==> src/rtl/pipeline_ctrl.sv <==
// rtl/pipeline_ctrl.sv - hazard and stall/flush control for a five-stage pipeline
// Outputs are combinational from state, redirect_pending and the current inputs.

module pipeline_sat_counter #(
  parameter int W = 16
) (
  input  logic         clk,
  input  logic         rst,
  input  logic         inc,
  output logic [W-1:0] count
);

  always_ff @(posedge clk) begin
    if (rst) begin
      count <= '0;
    end else if (inc && (count != {W{1'b1}})) begin
      count <= count + 1'b1;
    end
  end

endmodule

module pipeline_ctrl #(
  parameter int CNT_W = 16
) (
  input  logic             clk,
  input  logic             rst,
  input  logic [4:0]       id_rs1,
  input  logic [4:0]       id_rs2,
  input  logic             id_rs1_used,
  input  logic             id_rs2_used,
  input  logic [4:0]       ex_rd,
  input  logic             ex_mem_read,
  input  logic             ex_branch_taken,
  input  logic             mem_busy,
  output logic             pc_stall,
  output logic             if_id_stall,
  output logic             if_id_flush,
  output logic             id_ex_stall,
  output logic             id_ex_flush,
  output logic             ex_mem_stall,
  output logic             pc_redirect,
  output logic [CNT_W-1:0] stall_count,
  output logic [CNT_W-1:0] flush_count
);

  typedef enum logic {
    RUN      = 1'b0,
    MEM_WAIT = 1'b1
  } state_t;

  state_t state;
  logic   redirect_pending;
  logic   load_use;
  logic   redirect_req;

  assign load_use = ex_mem_read && (ex_rd != 5'd0) &&
                    ((id_rs1_used && (id_rs1 == ex_rd)) ||
                     (id_rs2_used && (id_rs2 == ex_rd)));

  // redirect_pending is only ever set while in MEM_WAIT and cleared on exit,
  // so it can be OR-ed in unconditionally.
  assign redirect_req = ex_branch_taken || redirect_pending;

  always_comb begin
    pc_stall     = 1'b0;
    if_id_stall  = 1'b0;
    if_id_flush  = 1'b0;
    id_ex_stall  = 1'b0;
    id_ex_flush  = 1'b0;
    ex_mem_stall = 1'b0;
    pc_redirect  = 1'b0;
    if (rst) begin
      if_id_flush = 1'b1;
      id_ex_flush = 1'b1;
    end else if (mem_busy) begin
      pc_stall     = 1'b1;
      if_id_stall  = 1'b1;
      id_ex_stall  = 1'b1;
      ex_mem_stall = 1'b1;
    end else if (redirect_req) begin
      pc_redirect = 1'b1;
      if_id_flush = 1'b1;
      id_ex_flush = 1'b1;
    end else if (load_use) begin
      pc_stall    = 1'b1;
      if_id_stall = 1'b1;
      id_ex_flush = 1'b1;
    end
  end

  always_ff @(posedge clk) begin
    if (rst) begin
      state            <= RUN;
      redirect_pending <= 1'b0;
    end else begin
      case (state)
        RUN: begin
          if (mem_busy) begin
            state            <= MEM_WAIT;
            redirect_pending <= ex_branch_taken;
          end
        end
        MEM_WAIT: begin
          if (mem_busy) begin
            redirect_pending <= redirect_pending | ex_branch_taken;
          end else begin
            state            <= RUN;
            redirect_pending <= 1'b0;
          end
        end
        default: begin
          state            <= RUN;
          redirect_pending <= 1'b0;
        end
      endcase
    end
  end

  pipeline_sat_counter #(.W(CNT_W)) u_stall_cnt (
    .clk   (clk),
    .rst   (rst),
    .inc   (pc_stall),
    .count (stall_count)
  );

  pipeline_sat_counter #(.W(CNT_W)) u_flush_cnt (
    .clk   (clk),
    .rst   (rst),
    .inc   (pc_redirect),
    .count (flush_count)
  );

endmodule

==> config.mk <==
export PLATFORM = sky130hd
export DESIGN_NAME = pipeline_ctrl
export DESIGN_NICKNAME = d
export VERILOG_FILES = /design/src/rtl/pipeline_ctrl.sv
export SDC_FILE = /design/constraint.sdc
export NUM_CORES = 1
export LEC_CHECK = 0
export ABC_AREA = 0
export CORE_AREA = 2 2 56 84
export CTS_CLUSTER_SIZE = 28
export DETAILED_ROUTE_END_ITERATION = 16
export DIE_AREA = 0 0 58 86
export GPL_TIMING_DRIVEN = 0
export PLACE_DENSITY = 0.8
export SLEW_MARGIN = 15
export SYNTH_ARGS = -nofsm -noshare
export SYNTH_HDL_FRONTEND = slang
export SYNTH_SLANG_ARGS = --single-unit
==> constraint.sdc <==
create_clock -name clk -period 4.7 [get_ports clk]
set_input_delay 0.47 -clock clk [delete_from_list [all_inputs] [get_ports clk]]
set_output_delay 0.47 -clock clk [all_outputs]
set_load 0.02 [all_outputs]
run_1/sizing.png
Bar = 20 um.
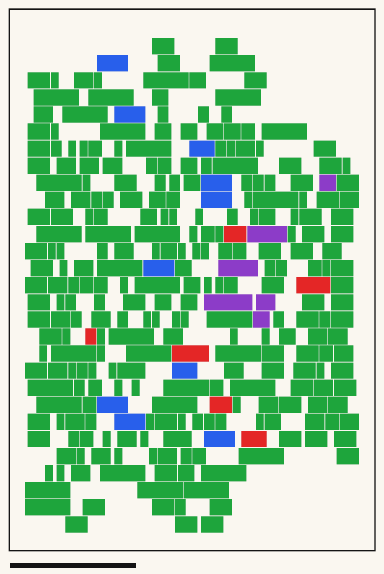
x1 and smaller: in green, cells 263, share 92%. x3 and x4: in purple, cells 6, share 2.1%. x2: in red, cells 6, share 2.1%. x6 and larger: in blue, cells 10, share 3.5%.
count of buffers not belonging to the clock network in the layout: 69
worst path setup slack after routing: 1560 ps
signed area change from the synthesized netlist to the final layout: 41.9%
Finished Cell Area: 0.00260 sq mm

run_1/class_map.png
Bar = 20 um.
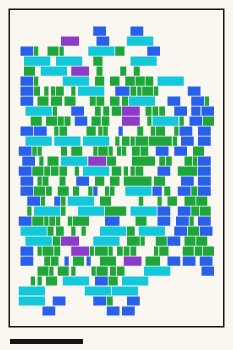
remaining logic cells: in green, cells 174, share of their area 43%. clock drivers and dummy loads: in purple, cells 8, share of their area 4.3%. remaining buffers and delay cells: in blue, cells 69, share of their area 26%. registers: in cyan, cells 34, share of their area 27%.

==> impl_metrics.yaml, run 1 <==
# flow metrics
final_layout:
  largest_class: "combinational gates"
  register_area_sq_um: 681
  logic_area_sq_mm: 0.00108
  logic_gates: 169
  layout-drive-gt1-share: 0.0772
  final-clk-cell-share: 0.0423
  final_layout_top_logic_cells: "60 x sky130_fd_sc_hd__clkdlybuf4s50_1, 34 x sky130_fd_sc_hd__dfxtp_1, 30 x sky130_fd_sc_hd__nor2_1"
worst_hold_path:
  hold_path_end: "u_stall_cnt.count[15]"
  hold_path.startpoint: "u_stall_cnt.count[15]"
routing:
  post_dr_wirelength_cell_um: 14.1
  count_of_tritonroute_iterations_in_the_first_routing_pass: 4
  num_vias: 1819
  route.met2.wl_mm: 2.41
  finalWirelength_mm: 4.68
  route.top_layer_used: "met4"
power:
  p_int_w: 0.000481
  clockPowerShare: 0.407
  power_frac_seq: 0.467
  power.share.switching: 0.236
  largestPowerGroup: "registers"
  clk-power_w: 0.000256
critical_path:
  timing.critical_path.arrival_ps: 2670
  crit_path_kind: "in -> out"
  critical_path.startpoint_type: "input port"
  r2r-start: "u_stall_cnt.count[0]"
  endpoint_kind: "output pin"
  crit_family: "buffers and inverters"
cts:
  cts-root-to-sink-buffers: 2
  tritoncts_num_sinks: 34
  master_cell_of_the_clock_root_buffer: "sky130_fd_sc_hd__clkbuf_8"
  clock_pin_slew_worst_setup_and_hold_paths_ps: 70
  tritoncts_clock_tree: "yes"
synth:
  ys_sh_simple: 0.303
  netlist.top_cell.by_area: "sky130_fd_sc_hd__dfxtp_1"
  top_cell: "sky130_fd_sc_hd__dfxtp_1"
  synth_seq_share: 0.371
  synth-cells-yosys: 217
  synth.area.mux_share: 0.00545
  postSynthNetCount: 241
  yosys_warnings: 0
  synthCells: 217
  post_synth_instance_area_sq_mm: 0.00184
  synth.ff_latch_count: 34
  ys_async_sr_fraction: 0
final_timing:
  timing.hold.ws_ps: 487
  post-route-min-period_ps: 3140
  worst_clock_skew_ps: 4.70
  drv_slew: 0
grt:
  grtUsageMet2: 0.364
  grt_pass1_wl_mm: 7.41
  grt.total_usage: 0.192
run_status:
  run_status: "completed"
placed_design:
  pre_cts_slack_ps: 1520
  io_buffer_count: 60
floorplan:
  initial_utilization: 0.436
  die.size.x_um: 58
  placeableCoreArea_sq_mm: 0.00421
  rows: 29
  die_height_um: 86
  top_level_ports: 61
run_1/gates.png
Bar = 20 um.
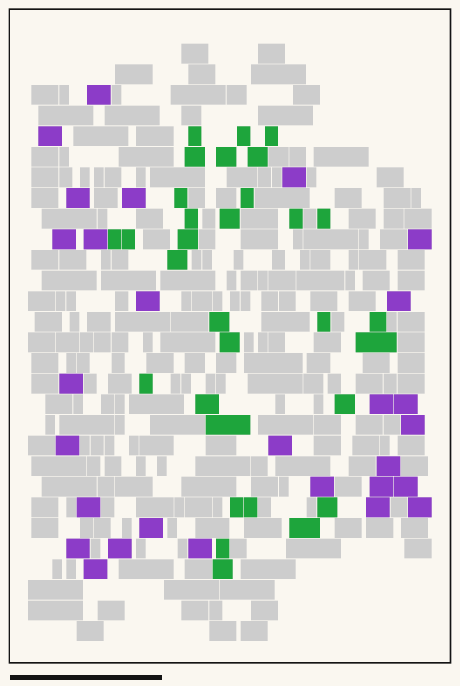
aoi and oai cells: in green, cells 31. xor and xnor cells: in purple, cells 28.
number of non-filler instances in the completed layout: 331
most common cell after layout, fill and taps aside: sky130_fd_sc_hd__clkdlybuf4s50_1
combinational share of cell area: 0.414

run_1/congestion_map.png
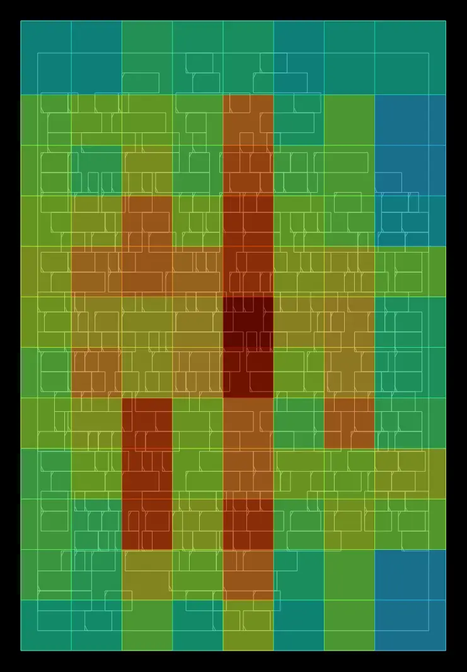

==> run 2, diff against run 1 <==
--- a/config.mk
+++ b/config.mk
@@ -6,12 +6,12 @@
 export NUM_CORES = 1
 export LEC_CHECK = 0
 export ABC_AREA = 0
-export CORE_AREA = 2 2 56 84
+export CORE_AREA = 2 2 58 87
 export CTS_CLUSTER_SIZE = 28
 export DETAILED_ROUTE_END_ITERATION = 16
-export DIE_AREA = 0 0 58 86
+export DIE_AREA = 0 0 60 89
 export GPL_TIMING_DRIVEN = 0
-export PLACE_DENSITY = 0.8
+export PLACE_DENSITY = 0.78
 export SLEW_MARGIN = 15
 export SYNTH_ARGS = -nofsm -noshare
 export SYNTH_HDL_FRONTEND = slang
==> constraint.sdc (replaced) <==
create_clock -name clk -period 2.75 [get_ports clk]
set_input_delay 0.275 -clock clk [delete_from_list [all_inputs] [get_ports clk]]
set_output_delay 0.275 -clock clk [all_outputs]
set_load 0.02 [all_outputs]
run_2/congestion_map.png
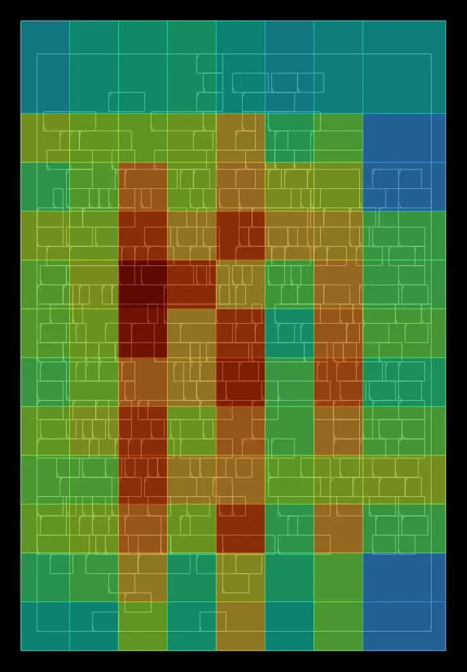
post-DR wirelength/cell: 14.2 um
met2 track demand over resource in global routing: 0.375
post-layout utilization of the core: 0.576

==> run 2 against run 1 <==
Compared with the run above:
- synthesized cell count unchanged
- clock skew down 0.75 ps
- critical path depth unchanged
- design area up 0.53%
- non-clock buffer count unchanged
- global-route usage up 0.13 points
- combinational power up 75%
- cell count up 5.4%
- via count up 3.6%
- critical path type unchanged
- largest power group unchanged
==> impl_metrics.yaml, run 2 <==
# flow metrics
final_timing:
  post-route-min-period_ps: 2630
  drv_slew: 0
  max_freq_mhz: 380
  final_critical_path_setup_slack_ps: 120
  timing.hold.ws_ps: 513
  tns_ps: 0
  worst_clock_skew_ps: 3.94
power:
  clockPowerShare: 0.378
  power.share.switching: 0.252
  largestPowerGroup: "registers"
  p_int_w: 0.000772
  areal_power_density_over_the_cells_mw_per_mm2: 394
  clk-power_w: 0.000390
critical_path:
  r2r-start: "u_stall_cnt.count[0]"
  crit_family: "buffers and inverters"
  endpoint_kind: "output pin"
  path_cells: "clkdlybuf4s50_1, clkbuf_1, buf_2, nor2_1, buf_4, clkdlybuf4s50_1"
  timing.critical_path.arrival_ps: 2360
  crit_path_kind: "in -> out"
  critical_path.startpoint_type: "input port"
routing:
  count_of_tritonroute_iterations_in_the_first_routing_pass: 4
  route.met2.wl_mm: 2.58
  finalWirelength_mm: 4.97
  route.top_layer_used: "met4"
  num_vias: 1885
synth:
  synthCells: 217
  postSynthNetCount: 241
  ys_async_sr_fraction: 0
  synth-cells-yosys: 217
  synth.ff_latch_count: 34
  netlist.top_cell.by_area: "sky130_fd_sc_hd__dfxtp_1"
  synth_seq_share: 0.371
  ys_sh_simple: 0.303
  post_synth_instance_area_sq_mm: 0.00184
  yosys_warnings: 0
  ff_type: "sky130_fd_sc_hd__dfxtp_1"
placed_design:
  io_buffer_count: 60
  place.detailed.instances: 341
  pre_cts_slack_ps: -105
cts:
  clock_pin_slew_worst_setup_and_hold_paths_ps: 70
  master_cell_of_the_clock_root_buffer: "sky130_fd_sc_hd__clkbuf_8"
  tritoncts_num_sinks: 34
  cts-root-to-sink-buffers: 2
final_layout:
  mostFrequentLayoutCell: "sky130_fd_sc_hd__clkdlybuf4s50_1"
  largest_class: "combinational gates"
  logic_gates: 169
  n_all_buffers: 69
  layout.cell_area.non_filler_sq_mm: 0.00262
  register_area_sq_um: 681
  stdcell_count: 349
  layout-drive-gt1-share: 0.0807
  logic_area_sq_mm: 0.00108
  final_layout_top_logic_cells: "59 x sky130_fd_sc_hd__clkdlybuf4s50_1, 34 x sky130_fd_sc_hd__dfxtp_1, 30 x sky130_fd_sc_hd__nor2_1"
  sh_comb_area: 0.414
grt:
  grt_pass1_wl_mm: 7.82
  grt.total_usage: 0.193
run_status:
  run_status: "completed"
worst_hold_path:
  hold_path_end: "u_stall_cnt.count[14]"
  hold_path.startpoint: "u_stall_cnt.count[14]"
job:
  log.warning_count: 26
floorplan:
  chip_area_sq_mm: 0.00534
  rows: 30
  die.size.x_um: 60
  placeableCoreArea_sq_mm: 0.00454
run_2/m1.png
Bar = 20 um. Supply wires on this layer in grey. Cells faint in the background.
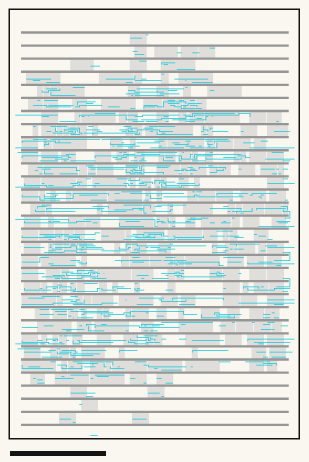
The layer holds 39% of the routed length. The layer carries 1,930 um of wire.

==> run 3, diff against run 2 <==
--- a/config.mk
+++ b/config.mk
@@ -6,6 +6,7 @@
 export NUM_CORES = 1
 export LEC_CHECK = 0
 export ABC_AREA = 0
+export CAP_MARGIN = 20
 export CORE_AREA = 2 2 58 87
 export CTS_CLUSTER_SIZE = 28
 export DETAILED_ROUTE_END_ITERATION = 16
run_3/m1.png
Bar = 20 um. Supply wires on this layer in grey. Cells faint in the background.
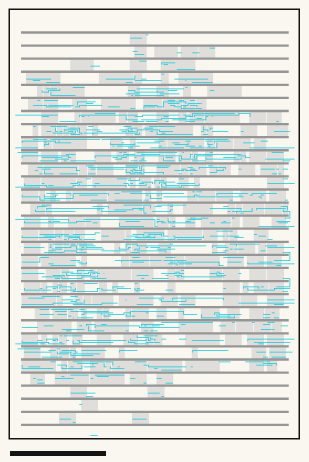
The layer carries 1,930 um of wire. The layer holds 39% of the routed length.
drt total wl: 4.97 mm
met1 Usage GRT: 0.179
number of vias after detailed routing: 1,885

==> run 3 against run 2 <==
Compared with the run above:
- largest power group unchanged
- clock-buffer cell count stayed put
- clock power hardly changed
- critical path type unchanged
- design area stayed put
- worst hold slack stayed put
==> impl_metrics.yaml, run 3 <==
# flow metrics
routing:
  route.met2.wl_mm: 2.58
  post_dr_wirelength_cell_um: 14.2
  route.top_layer_used: "met4"
  count_of_tritonroute_iterations_in_the_first_routing_pass: 4
  drt_iter0_markers: 29
  vias_per_cell: 5.40
  drc_viols: 0
  route.layer.met1.wl_mm: 1.93
critical_path:
  worst-path-buf-inv: 5
  endpoint_kind: "output pin"
  worst_setup_endpoint: "id_ex_stall"
  worst_r2r_path_depth: 9
  crit_path_kind: "in -> out"
  timing.critical_path.arrival_ps: 2360
  timing.critical_path.fanout_max: 10
  r2r-start: "u_stall_cnt.count[0]"
  crit_family: "buffers and inverters"
  critical_path_depth: 6
  critical_path.startpoint_type: "input port"
  r2r-end: "u_stall_cnt.count[1]"
  path_cells: "clkdlybuf4s50_1, clkbuf_1, buf_2, nor2_1, buf_4, clkdlybuf4s50_1"
  critPathMostFrequentCell: "sky130_fd_sc_hd__clkdlybuf4s50_1"
  timing.critical_path.from: "rst"
grt:
  grtUsageMet2: 0.375
  grt_antenna_before_repair: 0
  groute.layer.met3.usage: 0.0521
  grt.total_usage: 0.193
  number_of_global_route_vias_before_repair: 1810
  grt_max_degree: 11
  grt_pass1_wl_mm: 7.82
  globalRouteOverflowTotal: 0
placed_design:
  total_cell_area_at_the_placement_stage_sq_mm: 0.00252
  pre_cts_slack_ps: -105
  gp_congestion: 0.839
  place.detailed.instances: 341
  io_buffer_count: 60
final_timing:
  final-hold-violation-count: 0
  timing.hold.ws_ps: 513
  tns_ps: 0
  slew_headroom: 0.685
  final_critical_path_setup_slack_ps: 120
  post-route-min-period_ps: 2630
  worst_clock_skew_ps: 3.94
  drv_slew: 0
  finalSetupViolations: 0
  max_freq_mhz: 380
synth:
  ff_type: "sky130_fd_sc_hd__dfxtp_1"
  synth.area.top_cells: "sky130_fd_sc_hd__dfxtp_1 37%, sky130_fd_sc_hd__xnor2_1 7.2%, sky130_fd_sc_hd__xor2_1 6.2%, sky130_fd_sc_hd__nor2_1 6.1%, sky130_fd_sc_hd__nand2_1 4.5%"
  syn_avg_cell_area_sq_um: 8.46
  post_synth_instance_area_sq_mm: 0.00184
  top_cell: "sky130_fd_sc_hd__dfxtp_1"
  ys_top_logic_family: "simple AND/OR/NAND/NOR gates"
  arithmetic_cell_share_of_the_synthesized_area_counting_full_adders_half_adders_and_majority_gates: 0.0136
  ys_sh_simple: 0.303
  synth-cells-yosys: 217
  yosys_warnings: 0
  netlist_top_cells_count: "34 x sky130_fd_sc_hd__dfxtp_1, 30 x sky130_fd_sc_hd__nor2_1, 22 x sky130_fd_sc_hd__nand2_1"
  synthCells: 217
  aoi_share: 0.132
  synth.area.mux_share: 0.00545
  netlist.top_cell.by_area: "sky130_fd_sc_hd__dfxtp_1"
  ys_async_sr_fraction: 0
  synth_top_area_share: 0.371
  synth_seq_share: 0.371
  postSynthNetCount: 241
  synth.ff_latch_count: 34
  synth-edff-count: 0
power:
  largestPowerGroup: "registers"
  power.net_switching_w: 0.000259
  power.share.switching: 0.252
  clockPowerShare: 0.378
  peakVddDrop_mv: 0.333
  areal_power_density_over_the_cells_mw_per_mm2: 394
  power_frac_seq: 0.487
  p_int_w: 0.000772
  seq-power_w: 0.000503
  clk-power_w: 0.000390
  p_leak_nw: 0.900
final_layout:
  layout.cell_area.non_filler_sq_mm: 0.00262
  layout-drive-gt1-share: 0.0807
  largest_class: "combinational gates"
  n_all_buffers: 69
  numSequentialCells: 34
  biggestRegsByFlops: "u_flush_cnt.count: 16 flops, u_stall_cnt.count: 16 flops"
  final_layout_top_logic_cells: "59 x sky130_fd_sc_hd__clkdlybuf4s50_1, 34 x sky130_fd_sc_hd__dfxtp_1, 30 x sky130_fd_sc_hd__nor2_1"
  logic_area_sq_mm: 0.00108
  sh_comb_area: 0.414
  register_area_sq_um: 681
  signal_buffer_area_fraction: 0.253
  logic_gates: 169
  mostFrequentLayoutCell: "sky130_fd_sc_hd__clkdlybuf4s50_1"
  seq_area_share: 0.260
  final-clk-cell-share: 0.0349
  fill_cells: 421
  syn_to_final_growth_pct: 42.6
  final_core_utilization: 0.576
  stdcell_count: 349
worst_hold_path:
  hold_depth: 2
  hold_path_end: "u_stall_cnt.count[14]"
  hold_path.startpoint: "u_stall_cnt.count[14]"
  hold_path.class: "reg -> reg"
cts:
  tritoncts_clock_tree: "yes"
  master_cell_of_the_clock_root_buffer: "sky130_fd_sc_hd__clkbuf_8"
  tritoncts_num_sinks: 34
  clkLatencyLatePin_ps: 290
  clock_pin_slew_worst_setup_and_hold_paths_ps: 70
  cts_inserted_buffers: 5
  cts_setup_buffers: 0
  cts-root-to-sink-buffers: 2
  cts-htree-levels: 2
floorplan:
  top_level_ports: 61
  die_height_um: 89
  placeableCoreArea_sq_mm: 0.00454
  chip_area_sq_mm: 0.00534
  rows: 30
  die.size.x_um: 60
  initial_utilization: 0.404
run_status:
  run_status: "completed"
job:
  log.warning_count: 26
run_3/sizing.png
Bar = 20 um.
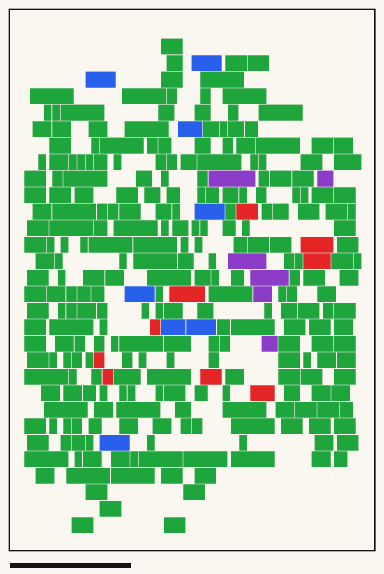
x6 and larger: in blue, cells 8, share 2.8%. x2: in red, cells 9, share 3.2%. x1 and smaller: in green, cells 262, share 92%. x3 and x4: in purple, cells 6, share 2.1%.

Power is estimated from default activity; no workload was simulated.
